### src/rtl/reg_port_sequencer_if.sv
// rtl/reg_port_sequencer_if.sv - instruction, operand, writeback and register-file port bundle
interface reg_port_sequencer_if #(
   parameter int DW = 16,
   parameter int IW = 3
);
   logic          ins_valid;
   logic          ins_ready;
   logic [15:0]   ins;
   logic          op_valid;
   logic          op_ready;
   logic [3:0]    op_opcode;
   logic [IW-1:0] op_rd;
   logic [DW-1:0] op_a;
   logic [DW-1:0] op_b;
   logic          op_illegal;
   logic          wb_valid;
   logic [IW-1:0] wb_reg;
   logic [DW-1:0] wb_data;
   logic          rf_en;
   logic          rf_we;
   logic [3:0]    rf_sel_a;
   logic [3:0]    rf_sel_b;
   logic [3:0]    rf_sel_d;
   logic [DW-1:0] rf_data_d;
   logic [DW-1:0] rf_data_a;
   logic [DW-1:0] rf_data_b;

   modport master (
      input  ins_valid, ins, op_ready, wb_valid, wb_reg, wb_data, rf_data_a, rf_data_b,
      output ins_ready, op_valid, op_opcode, op_rd, op_a, op_b, op_illegal,
             rf_en, rf_we, rf_sel_a, rf_sel_b, rf_sel_d, rf_data_d
   );

   modport slave (
      output ins_valid, ins, op_ready, wb_valid, wb_reg, wb_data, rf_data_a, rf_data_b,
      input  ins_ready, op_valid, op_opcode, op_rd, op_a, op_b, op_illegal,
             rf_en, rf_we, rf_sel_a, rf_sel_b, rf_sel_d, rf_data_d
   );
endinterface

### src/rtl/reg_port_sequencer.sv
// rtl/reg_port_sequencer.sv - decode, register-file read issue, operand capture and writeback merge
// Optional RAW scoreboard stall enabled by defining RF_SCOREBOARD_EN.
module reg_port_sequencer #(
   parameter int          DW        = 16,
   parameter int          NREGS     = 8,
   parameter logic [15:0] NOWR_MASK = 16'hC000
) (
   input logic                 clk,
   input logic                 rst,
   reg_port_sequencer_if.master port
);
   localparam int IW = $clog2(NREGS);

   typedef enum logic [1:0] {IDLE, READ, HOLD} state_t;
   state_t state, state_nx;

   logic [3:0]    f_op, f_rd, f_ra, f_rb;
   logic          ins_ready_c, issue, op_hs, stall;
   logic [3:0]    opcode_q;
   logic [IW-1:0] rd_q;
   logic          illegal_q;
   logic [3:0]    sel_a_q, sel_b_q;
   logic          fwd_a_q, fwd_b_q;
   logic [DW-1:0] fwd_data_q;
   logic [DW-1:0] op_a_q, op_b_q;
   logic          op_valid_q;

   assign f_op = port.ins[15:12];
   assign f_rd = port.ins[11:8];
   assign f_ra = port.ins[7:4];
   assign f_rb = port.ins[3:0];

   assign ins_ready_c = (state == IDLE) && !stall;
   assign issue       = port.ins_valid && ins_ready_c;
   assign op_hs       = (state == HOLD) && port.op_ready;

   always_comb begin
      state_nx = state;
      case (state)
         IDLE:    if (issue) state_nx = READ;
         READ:    state_nx = HOLD;
         HOLD:    if (op_hs) state_nx = IDLE;
         default: state_nx = IDLE;
      endcase
   end

   always_ff @(posedge clk) begin
      if (rst) begin
         state      <= IDLE;
         opcode_q   <= '0;
         rd_q       <= '0;
         illegal_q  <= 1'b0;
         sel_a_q    <= '0;
         sel_b_q    <= '0;
         fwd_a_q    <= 1'b0;
         fwd_b_q    <= 1'b0;
         fwd_data_q <= '0;
         op_a_q     <= '0;
         op_b_q     <= '0;
         op_valid_q <= 1'b0;
      end else begin
         state <= state_nx;
         if (issue) begin
            opcode_q   <= f_op;
            rd_q       <= f_rd[IW-1:0];
            illegal_q  <= f_rd[3] | f_ra[3] | f_rb[3];
            sel_a_q    <= 4'(f_ra[IW-1:0]);
            sel_b_q    <= 4'(f_rb[IW-1:0]);
            // The file returns the pre-write value for a same-cycle write, so remember it here
            fwd_a_q    <= port.wb_valid && (port.wb_reg == f_ra[IW-1:0]);
            fwd_b_q    <= port.wb_valid && (port.wb_reg == f_rb[IW-1:0]);
            fwd_data_q <= port.wb_data;
         end
         if (state == READ) begin
            op_a_q     <= fwd_a_q ? fwd_data_q : port.rf_data_a;
            op_b_q     <= fwd_b_q ? fwd_data_q : port.rf_data_b;
            op_valid_q <= 1'b1;
         end else if (op_hs) begin
            op_valid_q <= 1'b0;
         end
      end
   end

`ifdef RF_SCOREBOARD_EN
   logic [NREGS-1:0] pending, pending_nx;
   logic             haz_a, haz_b;

   always_comb begin
      pending_nx = pending;
      if (port.wb_valid) pending_nx[port.wb_reg] = 1'b0;
      if (op_hs && !NOWR_MASK[opcode_q] && !illegal_q) pending_nx[rd_q] = 1'b1;
   end

   always_ff @(posedge clk) begin
      if (rst) pending <= '0;
      else     pending <= pending_nx;
   end

   // A writeback landing in the same cycle clears the hazard; the value is forwarded at issue
   assign haz_a = pending[f_ra[IW-1:0]] && !(port.wb_valid && port.wb_reg == f_ra[IW-1:0]);
   assign haz_b = pending[f_rb[IW-1:0]] && !(port.wb_valid && port.wb_reg == f_rb[IW-1:0]);
   assign stall = haz_a || haz_b;
`else
   logic unused_cfg;
   assign unused_cfg = ^NOWR_MASK;
   assign stall      = 1'b0;
`endif

   assign port.ins_ready  = ins_ready_c;
   assign port.op_valid   = op_valid_q;
   assign port.op_opcode  = opcode_q;
   assign port.op_rd      = rd_q;
   assign port.op_a       = op_a_q;
   assign port.op_b       = op_b_q;
   assign port.op_illegal = illegal_q;
   assign port.rf_en      = issue | port.wb_valid;
   assign port.rf_we      = port.wb_valid;
   assign port.rf_sel_a   = issue ? 4'(f_ra[IW-1:0]) : sel_a_q;
   assign port.rf_sel_b   = issue ? 4'(f_rb[IW-1:0]) : sel_b_q;
   assign port.rf_sel_d   = port.wb_valid ? 4'(port.wb_reg) : 4'h0;
   assign port.rf_data_d  = port.wb_valid ? port.wb_data : '0;
endmodule
### src/flat_wrapper.sv
// flat-port wrapper written by rule: the top's interface ports become plain ports
module reg_port_sequencer_flat 
#(
   parameter int          DW        = 16,
   parameter int          NREGS     = 8,
   parameter logic [15:0] NOWR_MASK = 16'hC000
)
  (clk, rst, port_ins_valid, port_ins, port_op_ready, port_wb_valid, port_wb_reg, port_wb_data, port_rf_data_a, port_rf_data_b, port_ins_ready, port_op_valid, port_op_opcode, port_op_rd, port_op_a, port_op_b, port_op_illegal, port_rf_en, port_rf_we, port_rf_sel_a, port_rf_sel_b, port_rf_sel_d, port_rf_data_d);
  reg_port_sequencer_if #(.DW(DW)) port_i ();
  input logic clk;
  input logic rst;
  input wire logic [$bits(port_i.ins_valid)-1:0] port_ins_valid;
  input wire logic [$bits(port_i.ins)-1:0] port_ins;
  input wire logic [$bits(port_i.op_ready)-1:0] port_op_ready;
  input wire logic [$bits(port_i.wb_valid)-1:0] port_wb_valid;
  input wire logic [$bits(port_i.wb_reg)-1:0] port_wb_reg;
  input wire logic [$bits(port_i.wb_data)-1:0] port_wb_data;
  input wire logic [$bits(port_i.rf_data_a)-1:0] port_rf_data_a;
  input wire logic [$bits(port_i.rf_data_b)-1:0] port_rf_data_b;
  output wire logic [$bits(port_i.ins_ready)-1:0] port_ins_ready;
  output wire logic [$bits(port_i.op_valid)-1:0] port_op_valid;
  output wire logic [$bits(port_i.op_opcode)-1:0] port_op_opcode;
  output wire logic [$bits(port_i.op_rd)-1:0] port_op_rd;
  output wire logic [$bits(port_i.op_a)-1:0] port_op_a;
  output wire logic [$bits(port_i.op_b)-1:0] port_op_b;
  output wire logic [$bits(port_i.op_illegal)-1:0] port_op_illegal;
  output wire logic [$bits(port_i.rf_en)-1:0] port_rf_en;
  output wire logic [$bits(port_i.rf_we)-1:0] port_rf_we;
  output wire logic [$bits(port_i.rf_sel_a)-1:0] port_rf_sel_a;
  output wire logic [$bits(port_i.rf_sel_b)-1:0] port_rf_sel_b;
  output wire logic [$bits(port_i.rf_sel_d)-1:0] port_rf_sel_d;
  output wire logic [$bits(port_i.rf_data_d)-1:0] port_rf_data_d;
  assign port_i.ins_valid = port_ins_valid;
  assign port_i.ins = port_ins;
  assign port_i.op_ready = port_op_ready;
  assign port_i.wb_valid = port_wb_valid;
  assign port_i.wb_reg = port_wb_reg;
  assign port_i.wb_data = port_wb_data;
  assign port_i.rf_data_a = port_rf_data_a;
  assign port_i.rf_data_b = port_rf_data_b;
  assign port_ins_ready = port_i.ins_ready;
  assign port_op_valid = port_i.op_valid;
  assign port_op_opcode = port_i.op_opcode;
  assign port_op_rd = port_i.op_rd;
  assign port_op_a = port_i.op_a;
  assign port_op_b = port_i.op_b;
  assign port_op_illegal = port_i.op_illegal;
  assign port_rf_en = port_i.rf_en;
  assign port_rf_we = port_i.rf_we;
  assign port_rf_sel_a = port_i.rf_sel_a;
  assign port_rf_sel_b = port_i.rf_sel_b;
  assign port_rf_sel_d = port_i.rf_sel_d;
  assign port_rf_data_d = port_i.rf_data_d;
  reg_port_sequencer #(.DW(DW), .NREGS(NREGS), .NOWR_MASK(NOWR_MASK)) u_core (.clk(clk), .rst(rst), .port(port_i));
endmodule
### config.mk
export PLATFORM = sky130hd
export DESIGN_NAME = reg_port_sequencer_flat
export DESIGN_NICKNAME = d
export VERILOG_FILES = /design/src/rtl/reg_port_sequencer_if.sv /design/src/rtl/reg_port_sequencer.sv /design/src/flat_wrapper.sv
export SDC_FILE = /design/constraint.sdc
export NUM_CORES = 1
export LEC_CHECK = 0
export CAP_MARGIN = 20
export CORE_MARGIN = 2
export CORE_UTILIZATION = 44
export DETAILED_ROUTE_END_ITERATION = 8
export GPL_ROUTABILITY_DRIVEN = 0
export PLACE_DENSITY = 0.85
export SYNTH_ARGS = -nofsm -noshare
export SYNTH_HDL_FRONTEND = slang
export SYNTH_SLANG_ARGS = --single-unit
export TNS_END_PERCENT = 10
### constraint.sdc
create_clock -name clk -period 2.4 [get_ports clk]
set_clock_uncertainty 0.1 [all_clocks]
set_input_delay 0.36 -clock clk [delete_from_list [all_inputs] [get_ports clk]]
set_output_delay 0.36 -clock clk [all_outputs]
set_load 0.1 [all_outputs]
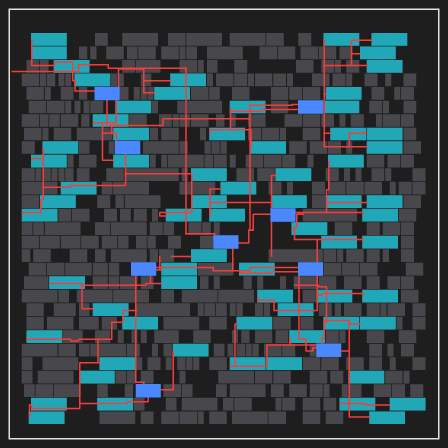
Figure 1: clock network drawn from the DEF.
Key: blue = clock-net drivers [count 9]; red = clock wires [length 889 microns]; cyan = flip-flops [count 69]
Position of the flops: spread over the die.

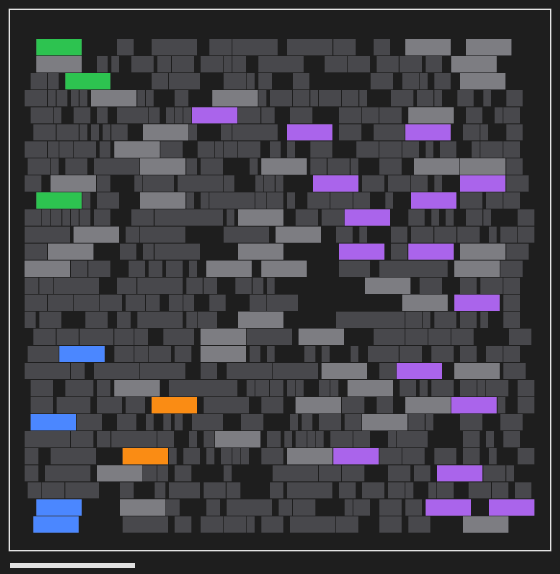
Figure 2: sequential cells grouped by signal name.
Bar = 20 microns.
Key: purple = u_core.port.op_b [flops 16]; blue = u_core.sel_a_q [flops 4, where bottom left]; orange = u_core.state [flops 2]; green = u_core.port.op_rd [flops 3]
Another 44 sequential cells are not coloured.

==> run_results.csv <==
group,metric,value,unit
logic_synthesis,synthTopLogicFamily,"simple AND/OR/NAND/NOR gates",
detailed_routing,drc,0,
floorplan,tap_cells,77,
sta,worst_pin_slew,0.496,ns
floorplan,core_area,6420,sq um
critical_path,crit_path_max_incr_delay,0.47,ns
logic_synthesis,ys_warn_count,0,
logic_synthesis,compound_area_share,12.5,%
cts,cts_max_level,3,
logic_synthesis,syn-num-nets,401,
sta,hold_viol,0,
logic_synthesis,flop_cell,"dfxtp_1",
detailed_routing,met2_length,4030,microns
sta,rsz0062_at_grt,"false",
layout,syn_to_final_growth,65.1,%
logic_synthesis,synth-xor-area-share,1.77,%
job,tool_warnings,26,
power_and_ir_drop,p_int,2480,uW
layout,num_antenna_cells,0,
run_status,status,"finished clean",
power_and_ir_drop,switching_share,34.9,%
cts,cts_tree,"built",
global_route,grt_max_degree,66,
hold_path,worstHoldStart,"rst",
cts,clock-root-buffer,"clkbuf_8",
global_route,grt_first_pass_wirelength,13500,microns
detailed_routing,wl_met3,669,microns
floorplan,die_area,7420,sq um
critical_path,rrSetupSlack,0.74,ns
layout,bufAreaShareNonClock,34.8,%
cts,cts_setup_buffers,0,
placed_design,io_buffers,142,
sta,finalCritPeriodShare,97.4,%
global_route,met1_usage,28.0,%
logic_synthesis,synth.largest_area_cell,"dfxtp_1",
floorplan,rows,29,
logic_synthesis,ys_sh_simple,20.1,%
layout,logic_gates,230,
power_and_ir_drop,clockPowerShare,34.3,%
layout,fin_util,76.4,%
layout,regArea,1380,sq um
critical_path,cp_num_buf_inv,2,
detailed_routing,ant_nets,0,
critical_path,arrival,1.88,ns
sta,max_clock_freq,428,MHz
layout,largest_class,"non-clock buffers",
logic_synthesis,mux_share,13.4,%
detailed_routing,drt-met1-wl,3550,microns
global_route,grt-ovfl-total,0,
logic_synthesis,ys_top_cells_by_count,"dfxtp_1 (69), nand2_1 (47), nor2_1 (37), a211oi_1 (32), mux2i_1 (32)",
logic_synthesis,synthesis.area,2970,sq um
power_and_ir_drop,ir_drop,0.000425,V
sta,report.final.slew_viol_count,0,
cts,ctsHoldBuffers,0,
layout,num-clock-buffers,11,
logic_synthesis,ys.flops,69,
sta,setup_viol,0,
power_and_ir_drop,power_density,776,nW/um^2
hold_path,min_to,"u_core.sel_b_q[2]$_SDFF_PP0_",
global_route,grt_busiest_layer,"met2",
logic_synthesis,yosysSeqAreaShare,46.5,%
logic_synthesis,ys_area,2970,sq um
global_route,grt_use_met3,8.28,%
placed_design,post-place-cells,529,
## through the flow
| stage | worst slack [ns] | instance area, sq um | total power (uW) |
|---|---|---|---|
| floorplan | 0.268 | 2970 | 2130 |
| global placement | 0.0537 | 4620 | 2510 |
| detailed placement | 0.0277 | 4620 | 2530 |
| CTS | 0.0193 | 4900 | 3830 |
| global route | 0.0166 | 4900 | 3930 |
| finish | 0.0634 | 4900 | 3810 |
## placed cells by master, fill, tap and decap left out, types with 2 or more instances in the layout
cell             synthesis  layout
mux2_4                   3       3
dfxtp_1                 69      69
nand2_1                 47      47
clkdlybuf4s50_1          0      70
xnor2_1                  6       6
nor3_1                   2       2
nand4_1                  2       2
nand2b_1                 2       2
buf_4                    2      51
nand3b_1                 2       2
mux2i_1                 32      32
bufinv_16                0       4
a21oi_1                 24      24
mux2_2                   3       3
a211oi_1                32      32
and2_1                  21      21
nor2_1                  37      37
buf_12                   0      31
nor2b_4                  1       2
clkbuf_8                 0      11
nor2b_1                  9       8
o21ai_0                  2       2
## registers in the layout (all words and copies together) (netlist names)
register and flops:
u_core.fwd_a_q 1, u_core.fwd_b_q 1, u_core.fwd_data_q 16, u_core.port.op_a 16
u_core.port.op_b 16, u_core.port.op_illegal 1, u_core.port.op_opcode 4, u_core.port.op_rd 3
u_core.port.op_valid 1, u_core.sel_a_q 4, u_core.sel_b_q 4, u_core.state 2
## power groups by stage
stage          registers [uW]  clock network [uW]  logic (uW)
6_report                 1270                1300        1230
3_3_place_gp             1300                   0        1210
4_1_cts                  1270                1320        1230
3_5_place_dp             1300                   0        1230
5_1_grt                  1280                1370        1280
2_1_floorplan            1650                   0         474
## worst register-to-register path, delay by kind of cell, from the launching register on
kind	cells	cell delay (ns)
simple gates	2	0.61
mux	1	0.43
flops	1	0.40
No activity file was given, so power comes from the tool's default toggle rates.
